$ cat src/rtl/ccff_chain_readback.sv
// Serial readback of the configuration chain: the tail bit is recirculated into the head and
// packed LSB-first into WORD_W-bit words on a valid/ready stream.
module ccff_chain_readback #(
  parameter int unsigned CHAIN_LEN = 128,
  parameter int unsigned WORD_W    = 8,
  parameter int unsigned CNT_W     = $clog2(CHAIN_LEN + 1)
) (
  input  logic              clk,
  input  logic              reset,
  input  logic              start,
  input  logic              ccff_tail,
  output logic              ccff_head,
  output logic              ccff_shift_en,
  output logic [WORD_W-1:0] rd_data,
  output logic              rd_valid,
  input  logic              rd_ready,
  output logic              rd_last,
  output logic              busy,
  output logic              done
);

  localparam int unsigned IdxW = $clog2(WORD_W + 1);

  typedef enum logic [1:0] {StIdle, StShift, StOut, StDone} state_e;

  state_e            state_q, state_d;
  logic [IdxW-1:0]   idx_q, idx_d;
  logic [CNT_W-1:0]  bit_cnt_q, bit_cnt_d;
  logic [WORD_W-1:0] pack_q, pack_d;
  logic              pass_last;

  assign pass_last = (bit_cnt_q == CNT_W'(CHAIN_LEN));

  always_ff @(posedge clk or posedge reset) begin
    if (reset) begin
      state_q   <= StIdle;
      idx_q     <= '0;
      bit_cnt_q <= '0;
      pack_q    <= '0;
    end else begin
      state_q   <= state_d;
      idx_q     <= idx_d;
      bit_cnt_q <= bit_cnt_d;
      pack_q    <= pack_d;
    end
  end

  always_comb begin
    state_d   = state_q;
    idx_d     = idx_q;
    bit_cnt_d = bit_cnt_q;
    pack_d    = pack_q;
    unique case (state_q)
      StIdle: begin
        if (start) begin
          state_d   = StShift;
          idx_d     = '0;
          bit_cnt_d = '0;
          pack_d    = '0;
        end
      end
      StShift: begin
        // Tail is sampled before this edge's shift, so bit 0 of the chain lands in rd_data[0].
        pack_d    = pack_q | (WORD_W'(ccff_tail) << idx_q);
        idx_d     = idx_q + 1'b1;
        bit_cnt_d = bit_cnt_q + 1'b1;
        if ((idx_q == IdxW'(WORD_W - 1)) || (bit_cnt_q == CNT_W'(CHAIN_LEN - 1))) begin
          state_d = StOut;
        end
      end
      StOut: begin
        if (rd_ready) begin
          if (pass_last) begin
            state_d = StDone;
          end else begin
            state_d = StShift;
            idx_d   = '0;
            pack_d  = '0;
          end
        end
      end
      StDone:  state_d = StIdle;
      default: state_d = StIdle;
    endcase
  end

  assign ccff_head     = ccff_tail;
  assign ccff_shift_en = (state_q == StShift);
  assign rd_valid      = (state_q == StOut);
  assign rd_last       = (state_q == StOut) && pass_last;
  assign rd_data       = pack_q;
  assign busy          = (state_q != StIdle);
  assign done          = (state_q == StDone);

endmodule

$ cat config.mk
export PLATFORM = sky130hd
export DESIGN_NAME = ccff_chain_readback
export DESIGN_NICKNAME = d
export VERILOG_FILES = /design/src/rtl/ccff_chain_readback.sv
export SDC_FILE = /design/constraint.sdc
export NUM_CORES = 1
export LEC_CHECK = 0
export ABC_AREA = 0
export ABC_CLOCK_PERIOD_IN_PS = 4000
export CORE_UTILIZATION = 55
export CTS_CLUSTER_DIAMETER = 50
export DETAILED_ROUTE_END_ITERATION = 10
export PLACE_DENSITY = 0.81
export SLEW_MARGIN = 10
export SYNTH_ARGS = -nofsm -noshare
export SYNTH_HDL_FRONTEND = slang
export SYNTH_SLANG_ARGS = --single-unit
$ cat constraint.sdc
create_clock -name clk -period 4 [get_ports clk]
set_input_delay 0.4 -clock clk [delete_from_list [all_inputs] [get_ports clk]]
set_output_delay 0.4 -clock clk [all_outputs]
set_load 0.1 [all_outputs]
==> results_slide.txt, run 1 <==
Synthesis and Place & Route Summary

Detailed routing
  – Met1 wire length: 1.27 mm
  – Routed WL: 2.63 mm
  – DRC Markers: 0
  – DRT Pass-1 Iters: 4
  – Max Used Layer: met4

Floorplan
  – Ports: 19
  – Die height: 49.8 um
  – Core ar.: 2060 um2
  – N_taps: 27

Worst hold path
  – HP Class: reg2reg

Final timing
  – Max Clk Rate: approximately 0.32 GHz
  – Final setup violation count: 0
  – RSZ-0062 raised after global routing: false
  – Post-layout worst setup margin: 0.874 ns

Synth
  – #FFs+latches synth: 22
  – Top-area cell share: between 40% and 50%
  – Synthesized net count: 127
  – Commonest flop: dfrtp_1
  – Synthesized area: 1250 um2
  – Largest area contributor in the netlist: dfrtp_1

Clocking
  – Clock tree buffer depth: 2
  – Max H-tree Level: 1
  – Total clock sinks: 22
  – Post-cts sizing count: 0

Cells and area
  – Final Net Count: ~140
  – Fin util: 71.5%
  – Fill cells: 147
  – Cell class ranked first by area: multi-input combinational cells

Run status
  – Status: completed

Placed design
  – Final HPWL DP: around 1.8 mm
  – Gpl congestion: 0.841

Global routing
  – Vias in the first global route: 1002

Critical path
  – Worst EP arrival: 2.73 ns
## run 1: per-layer routing
metal  global-route usage, %  vias up
met1                    36.1      480
met3                    4.01        7
li1                        -      470
met2                    37.2       33
met5                       0        -
met4                    12.4        0
## run 1: registers in the layout, summed over array words and instances, names as in the netlist
signal and cells:
state_q 2, idx_q 4, bit_cnt_q 8, rd_data 8
## run 1: kinds of logic after synthesis
group,after synthesis,share of synthesized area [%]
and+or+nand+nor,47,24.5
AOI/OAI and AO/OA,28,18.5
DFF,22,43.9
buffers and inverters,14,5.98
muxes,3,2.69
adders and majority gates,3,2.99
xor gates and xnor gates,2,1.40
## run 1: critical path, cell delays in order, from the launching register on
cell	delay [ns]
dfrtp_1	0.60
nor2b_1	0.33
nand3_4	0.23
inv_6	0.11
clkdlybuf4s50_1	1.13
## run 1: path summary, 6_finish.rpt
check | startpoint | end | slack, ns | cells past startpoint
min | rd_data[4] | rd_data[4] | 0.52 | 2
min reg2reg | rd_data[4] | rd_data[4] | 0.52 | 2
max reg2reg | state_q[0] | bit_cnt_q[7] | 2.17 | 4
min in group asynchronous | reset | rd_data[4] | 0.53 | 2
max in group asynchronous | reset | bit_cnt_q[2] | 2.94 | 2
max | state_q[1] | rd_last | 0.87 | 4
## run 1: placed cells by master, fill, tap and decap left out, types with 2 or more instances in the layout
cell	n
a22o_1	6
a41oi_1	8
and3b_1	2
clkbuf_4	3
clkdlybuf4s50_1	18
dfrtp_1	22
ha_1	3
inv_1	5
mux2_2	3
nand2_1	8
nand3_1	2
nand4_1	2
nor2_1	14
nor2b_1	2
nor3_1	3
nor3b_1	3
o21ai_0	3
xnor2_1	2
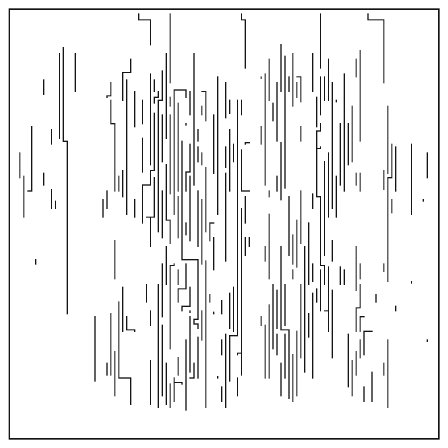
Figure 1: run 1, the metal 2 layer.
wire length on this layer: 1170 um
main direction: vertical
nets with wire on the layer: 118
longest straight run: 27.4 um
share of all routed wire: 44%

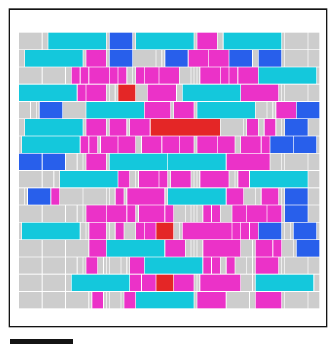
Figure 2: run 1, placed cells, one colour a class.
The bar under the picture is 10 um long. Fill, decap, tap and diode cells in grey.
legend:
  remaining logic cells:
    colour: magenta
    cells: 89
    share_of_their_area: 46%
  clock drivers and dummy loads:
    colour: red
    cells: 4
    share_of_their_area: 3.6%
  remaining buffers and delay cells:
    colour: blue
    cells: 18
    share_of_their_area: 13%
  registers:
    colour: cyan
    cells: 22
    share_of_their_area: 38%

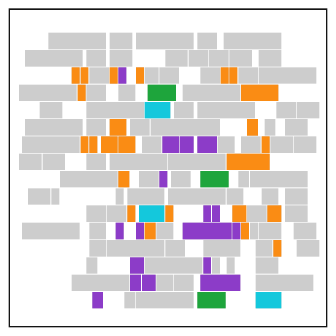
Figure 3: run 1, logic cells by family.
legend:
  fa/ha/maj cells:
    colour: green
    cells: 3
    most_used: ha_1
  nand cells:
    colour: purple
    cells: 17
    most_used: nand2_1
  nor cells:
    colour: orange
    cells: 24
    most_used: nor2_1
  mux cells:
    colour: cyan
    cells: 3
    most_used: mux2_2

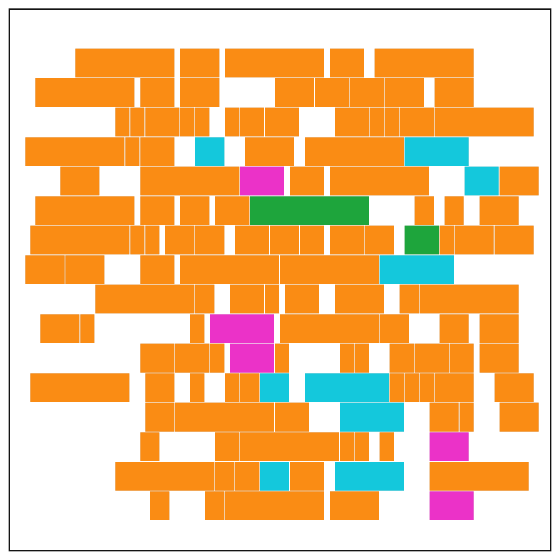
Figure 4: run 1, cells by drive strength.
legend:
  x2:
    colour: magenta
    cells: 5
  x6 and larger:
    colour: green
    cells: 2
  x3 and x4:
    colour: cyan
    cells: 9
  x1 and smaller:
    colour: orange
    cells: 117

Figure 5. Clock routing (run 1).
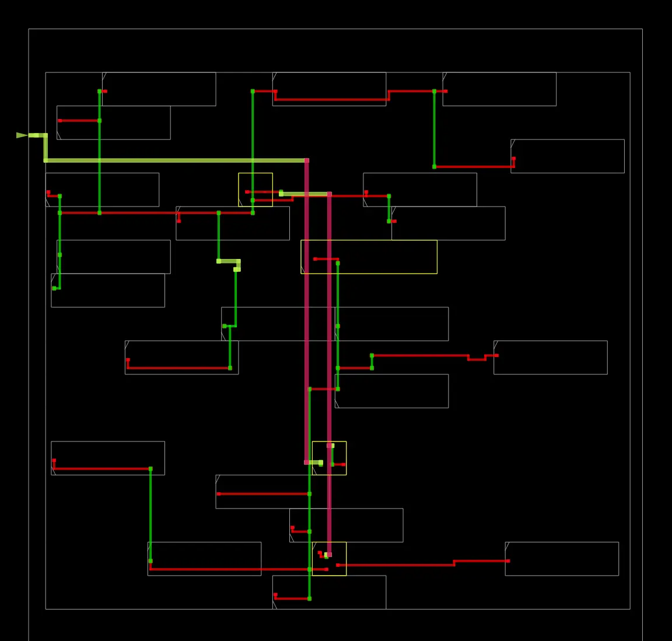

==> run 1 -> run 2 <==
--- a/config.mk
+++ b/config.mk
@@ -6,11 +6,11 @@
 export NUM_CORES = 1
 export LEC_CHECK = 0
 export ABC_AREA = 0
-export ABC_CLOCK_PERIOD_IN_PS = 4000
-export CORE_UTILIZATION = 55
+export ABC_CLOCK_PERIOD_IN_PS = 3000
+export CORE_UTILIZATION = 53
 export CTS_CLUSTER_DIAMETER = 50
 export DETAILED_ROUTE_END_ITERATION = 10
-export PLACE_DENSITY = 0.81
+export PLACE_DENSITY = 0.79
 export SLEW_MARGIN = 10
 export SYNTH_ARGS = -nofsm -noshare
 export SYNTH_HDL_FRONTEND = slang
==> constraint.sdc (replaced) <==
create_clock -name clk -period 3 [get_ports clk]
set_input_delay 0.3 -clock clk [delete_from_list [all_inputs] [get_ports clk]]
set_output_delay 0.3 -clock clk [all_outputs]
set_load 0.1 [all_outputs]
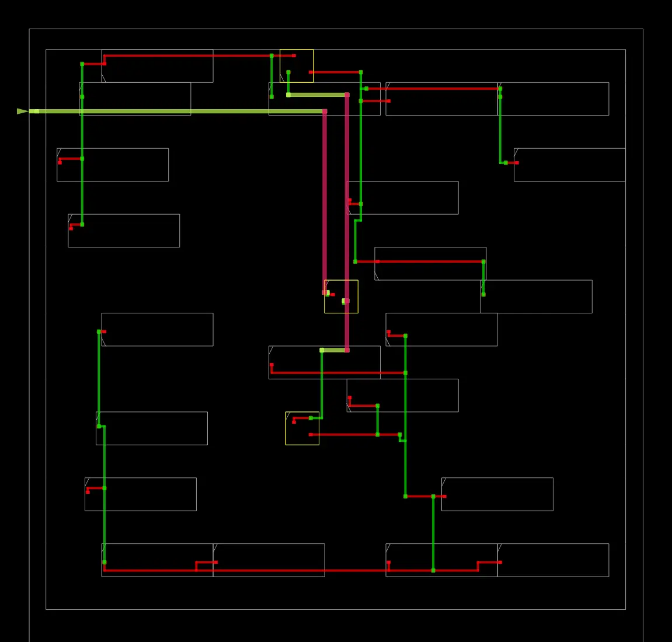
Figure 6: run 2, clock routing.
final-layout clock buffer total: 3
final sequential cell count: 22
clock skew: 0.00578 ns

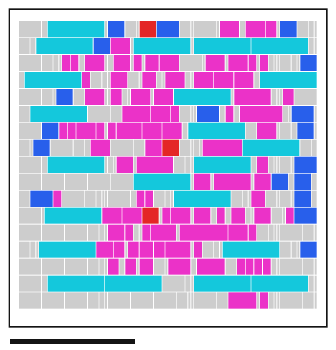
Figure 7: run 2, placed cells, one colour a class.
The bar under the picture is 20 um long. Fill, decap, tap and diode cells in grey.
legend:
  remaining buffers and delay cells:
    colour: blue
    cells: 18
    share_of_their_area: 11%
  clock-net drivers:
    colour: red
    cells: 3
    share_of_their_area: 1.6%
  remaining logic cells:
    colour: magenta
    cells: 89
    share_of_their_area: 48%
  registers:
    colour: cyan
    cells: 22
    share_of_their_area: 40%

==> results_slide.txt, run 2 <==
Synthesis and Place & Route Summary

Detailed routing
  – Routed WL: 2.54 mm (-3.1%)
  – DRC Markers: 0 (unchanged)
  – Max Used Layer: met4
  – DRT Pass-1 Iters: 4 (unchanged)
  – Metal3 WL: 128 um

Critical path
  – Critical R2R Launch: state_q[0]
  – Crit path from: state_q[1]
  – Worst EP arrival: 1.89 ns (-0.84 ns)
  – R2R cell count: 4 (unchanged)

Final timing
  – Max Clk Rate: ~0.46 GHz
  – RSZ-0062 raised after global routing: false
  – Final setup violation count: 0 (unchanged)

Synth
  – Yosys stat area: about 1300 um2
  – #FFs+latches synth: 22 (unchanged)
  – Synth Area in Adders: 2.99% (unchanged)
  – Dominant comb cell: simple AND/OR/NAND/NOR gates
  – Top-area cell share: 43.9% (unchanged)
  – Post-Synth AOI/OAI Area: 18.5% (unchanged)
  – Commonest flop: dfrtp_1
  – # Cells Yosys: 119
  – Synthesized area: 1250 um2 (unchanged)
  – Simple Share, Synth: 24.5% (unchanged)
  – Post-Synth XOR/XNOR Area: 1.40% (unchanged)
  – Synthesized net count: 127 (unchanged)
  – Largest area contributor in the netlist: dfrtp_1

Floorplan
  – Ports: 19 (unchanged)
  – Die height: 50.7 um (+1.8%)

Clocking
  – Max H-tree Level: 1 (unchanged)
  – Total clock sinks: 22 (unchanged)
  – Post-cts sizing count: 0 (unchanged)
  – Clock tree buffer depth: 2 (unchanged)

Placed design
  – Gpl congestion: 0.754 (-10%)
  – Final HPWL DP: 1.84 mm (+4.8%)

Cells and area
  – Most instantiated logic cells after routing: 22 x dfrtp_1, 14 x nor2_1, 12 x buf_4
  – Final Net Count: 142 (unchanged)
  – Fill cells: 194 (+32%)
  – Diode count: 0
  – Most frequent logic cell in the layout: dfrtp_1

Global routing
  – Vias in the first global route: 990 (-1.2%)

Run
  – Max-cap violations: 0

Run status
  – Status: completed

Worst hold path
  – HP Class: in2async
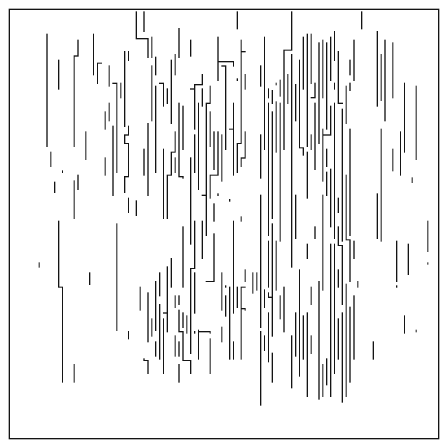
Figure 8: run 2, the metal 2 layer.
nets with wire on the layer: 122
longest straight run: 25.2 um
wire length on this layer: 1190 um
main direction: vertical

==> run 2: final cells by class <==
| class | instances | share of cell area [%] |
|---|---|---|
| clock buffer | 3 | 1.59 |
| sequential | 22 | 38.9 |
| inverter | 6 | 1.95 |
| timing repair buffer | 18 | 10.6 |
| multi-input combinational | 83 | 44.5 |
| tap | 28 | 2.48 |
==> run 2: metal layers <==
| layer | global-route usage, % | vias to the layer above |
|---|---|---|
| met5 | 0 | - |
| met4 | 12.0 | 0 |
| met3 | 3.64 | 7 |
| met2 | 36.9 | 34 |
| met1 | 29.9 | 478 |
| li1 | - | 466 |
==> run 2: final timing paths <==
check | end | slack, ns
min in group clk | rd_data[0] | 0.52
min | bit_cnt_q[7] | 0.43
min reg2reg | rd_data[0] | 0.52
max reg2reg | state_q[1] | 1.14
max in group asynchronous | rd_data[2] | 2.06
max | rd_last | 0.81
==> run 2: critical path, stage by stage, from the launching register on <==
cell and delay, ns:
dfrtp_1 0.62, nor2b_1 0.33, nand3_4 0.22, inv_6 0.12, buf_4 0.29
==> run 2: through the flow <==
step                      std cells  util (%)  setup WS (ns)
after floorplan                 119         -          0.147
after global placement          157      63.0           1.20
after detailed placement        157      63.0           1.12
after CTS                       160      64.0          0.793
after global routing            160      64.0          0.710
final                           160      64.0          0.806
Figure 9. Logic cells by family (run 2).
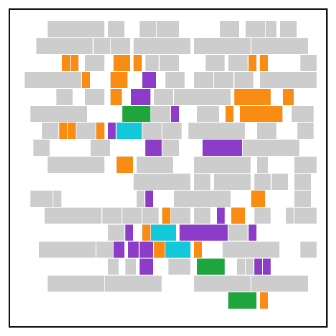

==> run 2 -> run 3 <==
--- a/config.mk
+++ b/config.mk
@@ -6,7 +6,7 @@
 export NUM_CORES = 1
 export LEC_CHECK = 0
 export ABC_AREA = 0
-export ABC_CLOCK_PERIOD_IN_PS = 3000
+export ABC_CLOCK_PERIOD_IN_PS = 2250
 export CORE_UTILIZATION = 53
 export CTS_CLUSTER_DIAMETER = 50
 export DETAILED_ROUTE_END_ITERATION = 10
==> constraint.sdc (replaced) <==
create_clock -name clk -period 2.25 [get_ports clk]
set_input_delay 0.225 -clock clk [delete_from_list [all_inputs] [get_ports clk]]
set_output_delay 0.225 -clock clk [all_outputs]
set_load 0.1 [all_outputs]
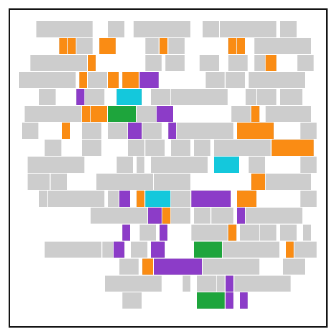
Figure 10: run 3, logic cells by family.
legend:
  nor cells:
    colour: orange
    cells: 24
    most_used: nor2_1
  nand cells:
    colour: purple
    cells: 17
    most_used: nand2_1
  mux cells:
    colour: cyan
    cells: 3
    most_used: mux2_2
  fa/ha/maj cells:
    colour: green
    cells: 3
    most_used: ha_1

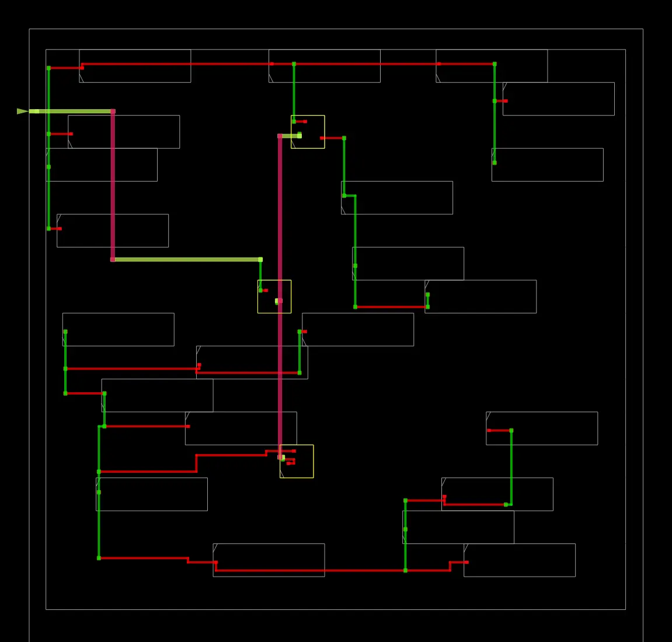
Figure 11: run 3, clock routing.
total clock sinks: 22
clk_lat worst skew: 0.31 ns
CTS buffer count: 3

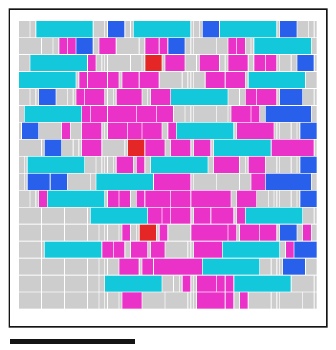
Figure 12: run 3, placed cells, one colour a class.
The bar under the picture is 20 um long. Fill, decap, tap and diode cells in grey.
legend:
  remaining buffers and delay cells:
    colour: blue
    cells: 20
    share_of_their_area: 13%
  remaining logic cells:
    colour: magenta
    cells: 89
    share_of_their_area: 47%
  clock-net drivers:
    colour: red
    cells: 3
    share_of_their_area: 1.6%
  registers:
    colour: cyan
    cells: 22
    share_of_their_area: 39%

==> results_slide.txt, run 3 <==
Synthesis and Place & Route Summary

Run status
  – Status: completed

Synth
  – Synthesized area: 1250 um2 (unchanged)
  – #FFs+latches synth: 22 (unchanged)
  – Largest area contributor in the netlist: dfrtp_1
  – # Cells Yosys: 119 (unchanged)
  – Commonest flop: dfrtp_1
  – Synthesized net count: 127 (unchanged)
  – Yosys stat area: 1250 um2 (unchanged)
  – Top-area cell share: 43.9% (unchanged)

Critical path
  – Critical path class: reg2out
  – R2R cell count: 4 (unchanged)
  – Worst EP arrival: 1.71 ns (-0.18 ns)
  – Worst reg2reg endpoint: state_q[1]
  – R2r setup slk: 0.41 ns (-0.73 ns)
  – Critical R2R Launch: state_q[1]

Final timing
  – Clock skew: 0.0137 ns (+0.00791 ns)
  – RSZ-0062 raised after global routing: false
  – Post-layout worst setup margin: 0.312 ns (-0.494 ns)
  – Final setup violation count: 0 (unchanged)
  – Max Clk Rate: a little over 0.5 GHz

Clocking
  – Post-cts sizing count: 0 (unchanged)
  – Max H-tree Level: 1 (unchanged)
  – CTS tree: done
  – Clock tree buffer depth: 2 (unchanged)

Placed design
  – Final HPWL DP: 1.99 mm (+7.8%)
  – Pre-CTS WS: 0.421 ns (-0.696 ns)
  – Gpl congestion: 0.772 (+2.5%)
  – Post-Place Cell Area: 1430 um2

Cells and area
  – Fin util: 65.7% (+1.7 points)
  – Diode count: 0 (unchanged)
  – Most frequent logic cell in the layout: dfrtp_1
  – Most instantiated logic cells after routing: 22 x dfrtp_1, 14 x nor2_1, 14 x buf_4
  – Final Net Count: 144 (+1.4%)

Global routing
  – GRT Total Usage: 24.1%
  – Vias in the first global route: 992 (+0.20%)
  – Antenna violations before repair: 0

Detailed routing
  – DRT antenna net count: 0
  – DRT Pass-1 Iters: 4 (unchanged)
  – Max Used Layer: met4
  – DRC Markers: 0 (unchanged)
  – Metal3 WL: 103 um (-20%)
  – Routed WL: 2.71 mm (+6.6%)

Floorplan
  – Ports: 19 (unchanged)
  – Die height: 50.7 um (unchanged)

Run
  – Max-cap violations: 0 (unchanged)

Worst hold path
  – HP Class: in2async
[run 3: metrics by stage]
step | std cells
after floorplan | 119
after global placement | 159
after detailed placement | 159
after CTS | 162
after global routing | 162
final | 162
[run 3: logic make-up (layout without fill, tap and decap cells)]
family          after synthesis  after routing  synth area share [%]
buf+inv                      14             29                  5.98
flops                        22             22                  43.9
simple gates                 47             47                  24.5
fa+ha+maj                     3              3                  2.99
xor+xnor                      2              2                  1.40
compound gates               28             28                  18.5
mux                           3              3                  2.69
[run 3: critical path: stages (launching register included)]
cell and delay [ns]:
dfrtp_1 0.46, inv_1 0.10, ha_1 0.14, and4bb_4 0.25
nand3_4 0.15, inv_6 0.12, buf_12 0.17
[run 3: layout make-up]
type	count	area, um2
fill	189	759
multi-input combinational	83	632
sequential	22	551
timing repair buffer	20	185
tap	28	35.0
inverter	6	27.5
clock buffer	3	22.5
[run 3: worst max-delay path by stage]
stage                 start         end  cells past startpoint
2_1_floorplan    state_q[0]    idx_q[0]                      5
4_1_cts        bit_cnt_q[0]     rd_last                      6
6_report       bit_cnt_q[0]     rd_last                      6
3_3_place_gp     state_q[1]  state_q[1]                      4
5_1_grt        bit_cnt_q[0]     rd_last                      6
3_5_place_dp          start    idx_q[3]                      5
[run 3: per-layer routing]
layer | GRT usage, % | vias up
li1 | - | 470
met1 | 32.4 | 494
met2 | 37.6 | 38
met3 | 3.33 | 9
met4 | 13.0 | 0
met5 | 0 | -
